## config.mk

```make
export PLATFORM = sky130hd
export DESIGN_NAME = timebase_ctrl
export DESIGN_NICKNAME = d
export VERILOG_FILES = /design/src/rtl/timebase_pkg.sv /design/src/rtl/timebase_counter.sv /design/src/rtl/timebase_ctrl.sv
export SDC_FILE = /design/constraint.sdc
export NUM_CORES = 1
export LEC_CHECK = 0
export CORE_ASPECT_RATIO = 1.5
export CORE_MARGIN = 3
export CORE_UTILIZATION = 49
export CTS_CLUSTER_DIAMETER = 80
export DETAILED_ROUTE_END_ITERATION = 8
export GPL_TIMING_DRIVEN = 0
export PLACE_DENSITY = 0.76
export REMOVE_ABC_BUFFERS = 1
export SYNTH_ARGS = -nofsm -noshare
export SYNTH_HDL_FRONTEND = slang
export SYNTH_SLANG_ARGS = --single-unit
```

## constraint.sdc

```tcl
create_clock -name clk_i -period 2.5 [get_ports clk_i]
set_input_delay 0.5 -clock clk_i [delete_from_list [all_inputs] [get_ports clk_i]]
set_output_delay 0.5 -clock clk_i [all_outputs]
set_load 0.03 [all_outputs]
```

## src/rtl/timebase_pkg.sv

```systemverilog
// Shared types and constants for the programmable timebase.
// State encodings, counter width and the reset terminal count.
package timebase_pkg;

    localparam int CNT_W = 25;

    // 100 MHz / (2 * 25_000_000) gives a 2 Hz clk_o out of reset
    localparam logic [CNT_W-1:0] DEF_LIMIT = CNT_W'(24_999_999);

    typedef enum logic [1:0] {
        ST_IDLE  = 2'd0,
        ST_RUN   = 2'd1,
        ST_PAUSE = 2'd2
    } state_e;

endpackage

```

## src/rtl/timebase_counter.sv

```systemverilog
// Terminal-count divider: counter, limit/shadow regs, wrap compare, clk_o.
// Ports: i_run count enable, i_clr sync clear, i_ld_lim/i_ld_shd load
// limit/shadow from i_val, i_apply copies shadow to limit on wrap;
// o_wrap (comb wrap this cycle), o_tick, o_clk, o_cnt registered.
module timebase_counter
    import timebase_pkg::*;
(
    input  logic             clk_i,
    input  logic             rst_i,
    input  logic             i_run,
    input  logic             i_clr,
    input  logic             i_ld_lim,
    input  logic             i_ld_shd,
    input  logic             i_apply,
    input  logic [CNT_W-1:0] i_val,
    output logic             o_wrap,
    output logic             o_tick,
    output logic             o_clk,
    output logic [CNT_W-1:0] o_cnt
);

    logic [CNT_W-1:0] r_cnt;
    logic [CNT_W-1:0] r_lim;
    logic [CNT_W-1:0] r_shd;
    logic             r_tick;
    logic             r_clk;
    logic             w_wrap;

    // A clear (stop / idle) suppresses the wrap, so no tick on stop
    assign w_wrap = i_run & ~i_clr & (r_cnt == r_lim);

    always_ff @(posedge clk_i or posedge rst_i) begin
        if (rst_i) begin
            r_cnt  <= '0;
            r_lim  <= DEF_LIMIT;
            r_shd  <= '0;
            r_tick <= 1'b0;
            r_clk  <= 1'b0;
        end else begin
            r_tick <= w_wrap;
            if (i_clr) begin
                r_cnt <= '0;
                r_clk <= 1'b0;
            end else if (w_wrap) begin
                r_cnt <= '0;
                r_clk <= ~r_clk;
            end else if (i_run) begin
                r_cnt <= r_cnt + 1'b1;
            end
            if (i_ld_lim) begin
                r_lim <= i_val;
            end else if (w_wrap & i_apply) begin
                r_lim <= r_shd;
            end
            if (i_ld_shd) begin
                r_shd <= i_val;
            end
        end
    end

    assign o_wrap = w_wrap;
    assign o_tick = r_tick;
    assign o_clk  = r_clk;
    assign o_cnt  = r_cnt;

endmodule

```

## src/rtl/timebase_ctrl.sv

```systemverilog
// Timebase controller: IDLE/RUN/PAUSE FSM and terminal-count reload handshake.
// Ports: start_i/stop_i pulses, pause_i level, cfg_req_i/cfg_val_i/cfg_ack_o
// reload handshake, tick_o strobe, clk_o square wave, busy_o, cnt_o.
// Optional: TIMEBASE_ONESHOT_EN adds oneshot_i (stop after first wrap).
module timebase_ctrl
    import timebase_pkg::*;
(
    input  logic             clk_i,
    input  logic             rst_i,
    input  logic             start_i,
    input  logic             stop_i,
    input  logic             pause_i,
    input  logic             cfg_req_i,
    input  logic [CNT_W-1:0] cfg_val_i,
`ifdef TIMEBASE_ONESHOT_EN
    input  logic             oneshot_i,
`endif
    output logic             cfg_ack_o,
    output logic             tick_o,
    output logic             clk_o,
    output logic             busy_o,
    output logic [CNT_W-1:0] cnt_o
);

    state_e r_state;
    logic   r_busy;
    logic   r_ack;
    logic   r_pend;

    logic   w_idle;
    logic   w_os_done;
    logic   w_to_idle;
    logic   w_req_ok;
    logic   w_ld_lim;
    logic   w_ld_shd;
    logic   w_clr;
    logic   w_wrap;

    assign w_idle    = (r_state == ST_IDLE);
    assign w_to_idle = ~w_idle & (stop_i | w_os_done);

    // Req is blind for the ack cycle and while a reload is queued
    assign w_req_ok  = cfg_req_i & ~r_ack & ~r_pend;
    assign w_ld_lim  = w_req_ok & w_idle;
    assign w_ld_shd  = w_req_ok & ~w_idle & ~w_to_idle;
    assign w_clr     = w_idle | w_to_idle;

    timebase_counter u_cnt (
        .clk_i    (clk_i),
        .rst_i    (rst_i),
        .i_run    (r_state == ST_RUN),
        .i_clr    (w_clr),
        .i_ld_lim (w_ld_lim),
        .i_ld_shd (w_ld_shd),
        .i_apply  (r_pend),
        .i_val    (cfg_val_i),
        .o_wrap   (w_wrap),
        .o_tick   (tick_o),
        .o_clk    (clk_o),
        .o_cnt    (cnt_o)
    );

`ifdef TIMEBASE_ONESHOT_EN
    logic r_os;
    logic r_os_done;

    always_ff @(posedge clk_i or posedge rst_i) begin
        if (rst_i) begin
            r_os      <= 1'b0;
            r_os_done <= 1'b0;
        end else begin
            if (w_idle & start_i) begin
                r_os <= oneshot_i;
            end
            r_os_done <= w_wrap & r_os;
        end
    end

    assign w_os_done = r_os_done;
`else
    assign w_os_done = 1'b0;
`endif

    always_ff @(posedge clk_i or posedge rst_i) begin
        if (rst_i) begin
            r_state <= ST_IDLE;
            r_busy  <= 1'b0;
            r_ack   <= 1'b0;
            r_pend  <= 1'b0;
        end else begin
            r_ack <= w_ld_lim | (w_wrap & r_pend);
            if (w_to_idle | (w_wrap & r_pend)) begin
                r_pend <= 1'b0;
            end else if (w_ld_shd) begin
                r_pend <= 1'b1;
            end
            unique case (r_state)
                ST_IDLE: begin
                    if (start_i & ~stop_i) begin
                        r_state <= ST_RUN;
                        r_busy  <= 1'b1;
                    end
                end
                ST_RUN: begin
                    if (w_to_idle) begin
                        r_state <= ST_IDLE;
                        r_busy  <= 1'b0;
                    end else if (pause_i) begin
                        r_state <= ST_PAUSE;
                    end
                end
                ST_PAUSE: begin
                    if (w_to_idle) begin
                        r_state <= ST_IDLE;
                        r_busy  <= 1'b0;
                    end else if (!pause_i) begin
                        r_state <= ST_RUN;
                    end
                end
                default: begin
                    r_state <= ST_IDLE;
                    r_busy  <= 1'b0;
                end
            endcase
        end
    end

    assign cfg_ack_o = r_ack;
    assign busy_o    = r_busy;

endmodule

```

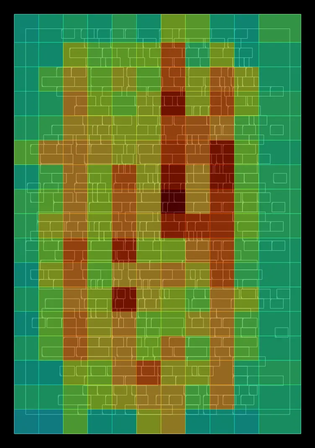
*Congestion heat map*
met3 usage: 0.0473
total track usage: 0.198
GR Util met1: 0.235
GRT met2 Usage: 0.329

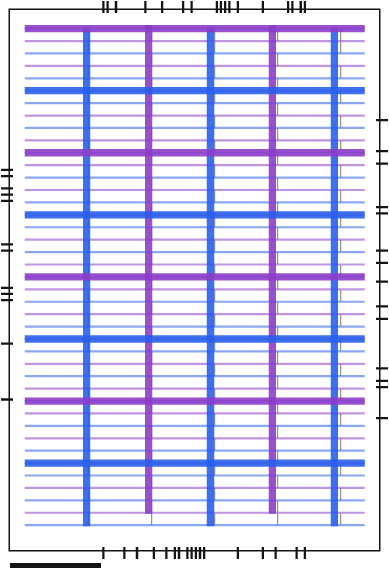
*PDN straps and rails*
The bar under the picture is 20 µm long. Pins as bars on the die edge. Tap cells in gray.
| net | color |
|---|---|
| VDD | purple |
| VSS | blue |
met5 straps: 8
met4 straps: 5
met1 rails: 41
signal pins: 60
CORE AREA: 8110 µm²
VDD IR max: 592 µV

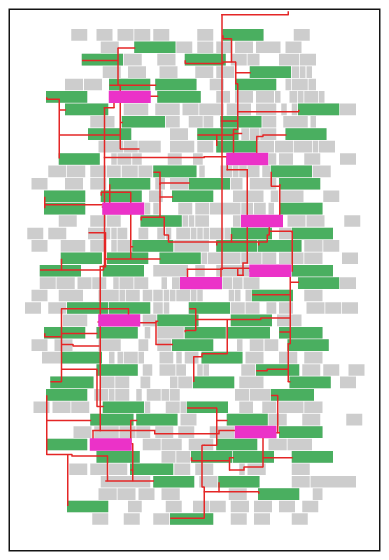
*Clock network drawn from the DEF*
[flip-flops] green | count: 82
[clock drivers] magenta | count: 9
[clock wires] red | length: 984 µm
routed clock nets: 10
Setup Skew: 0.00598 ns
Worst-Skew Late Latency: 0.33 ns
clock group power: 1.33 mW

==> flow_metrics.py <==
# Synthesis and PnR figures
metrics = {
    "route": {
        "drtAntennaViolNets": 0,
        "wl_met3_um": 337,
        "wl_met2_mm": 4.69,
        "drt_iter0_drc": 139,
        "wl_met1_mm": 3.52,
        "drcViolationCount": 0,
        "firstDrtPassIters": 4,
        "viasPerCell": 5.44,
    },
    "layout": {
        "num-nonclk-inverters": 9,
        "antenna_cells": 0,
        "comb_area_um2": 2020,
        "finalInstanceArea_um2": 5270,
        "largest_class": "flip-flops and latches",
        "sh_seq_area": 0.393,
        "nonClkBufAreaFrac": 0.133,
        "fillers": 637,
        "n_clock_buffer": 13,
        "clkCellAreaFrac": 0.0579,
        "comb_cells": 223,
        "fin_cells": 502,
        "flop_area_um2": 2070,
    },
    "synthesis": {
        "edf_count": 0,
        "ff_type": "dfrtp_1",
        "common_cells": "dfrtp_1, mux2_2, nor2_1, xor2_1, xnor2_1",
        "adder_share": 0.0152,
        "synth.most_common_cell": "dfrtp_1",
        "synthSimpleGateAreaFrac": 0.0956,
        "synthCells": 324,
        "synth.area.top_cells": "dfrtp_1, mux2_2, dfstp_2, mux2_4, xor2_1",
        "yosysUniqueCellTypes": 30,
        "async_reset_ff_frac": 1.00,
        "synth_area_um2": 4120,
        "yosys.stat.seqShare": 0.503,
        "synth_xor_xnor_area_share": 0.104,
        "ys.flops": 82,
        "yosysWarnings": 0,
        "ys_sh_aoi": 0.0161,
        "syn_avg_cell_area_um2": 12.7,
        "mux_share": 0.232,
    },
    "global_route": {
        "grt_max_degree": 58,
        "antenna_found_initial": 0,
        "grt_pass1_vias": 2840,
        "overflow": 0,
    },
    "cts": {
        "cts_buffers": 9,
        "htreeDepth": 3,
        "root_buffer": "clkbuf_16",
        "cts_tree": "yes",
        "cts.sinks": 82,
        "cts_buffer_depth": 2,
        "clk_pin_slew_worst_paths_ns": 0.06,
        "cts_hold_buf": 0,
    },
    "power": {
        "powerSeq_mw": 2.18,
        "p_sw_mw": 1.57,
        "power.share.clock": 0.241,
        "power.share.sequential": 0.394,
        "top_power_group": "registers",
        "p_leak_nw": 2.22,
        "p_comb_mw": 2.01,
        "combinationalPowerShare": 0.364,
        "p_total_mw": 5.53,
        "p_int_mw": 3.96,
    },
    "setup_path": {
        "crit_slowest_cell": "or4_4",
        "path_depth": 8,
        "critical_path.max_fanout": 7,
        "arrival_ns": 2.68,
        "worstSetupEndpointType": "register",
        "r2r_start": "r_state[0]",
        "cp_top_family": "simple AND/OR/NAND/NOR gates",
        "max_stage_delay_ns": 0.63,
    },
    "floorplanning": {
        "io_pins": 60,
        "fp_util": 0.508,
        "tapCellCount": 105,
        "fp.dieW_um": 80.9,
        "num_rows": 40,
        "die.size.y_um": 118,
    },
    "placed_design": {
        "port_buffers": 59,
        "placedCellCount": 477,
    },
    "final_timing": {
        "finalSetupViolCount": 0,
        "whs_ns": 0.494,
        "tns_ns": 0,
        "fin_crit_ns": 2.43,
        "finalWorstSetupSlack_ns": 0.0745,
        "finalHoldViolCount": 0,
        "fmax_mhz": 412,
    },
    "min_path": {
        "hold_path.class": "primary input to asynchronous set/reset pin",
    },
    "run": {
        "warning_count": 28,
        "maxCapViolCount": 0,
    },
    "outcome": {
        "status": "completed",
    },
}
Power figures rest on the tool's default switching activity, not on a simulated workload.
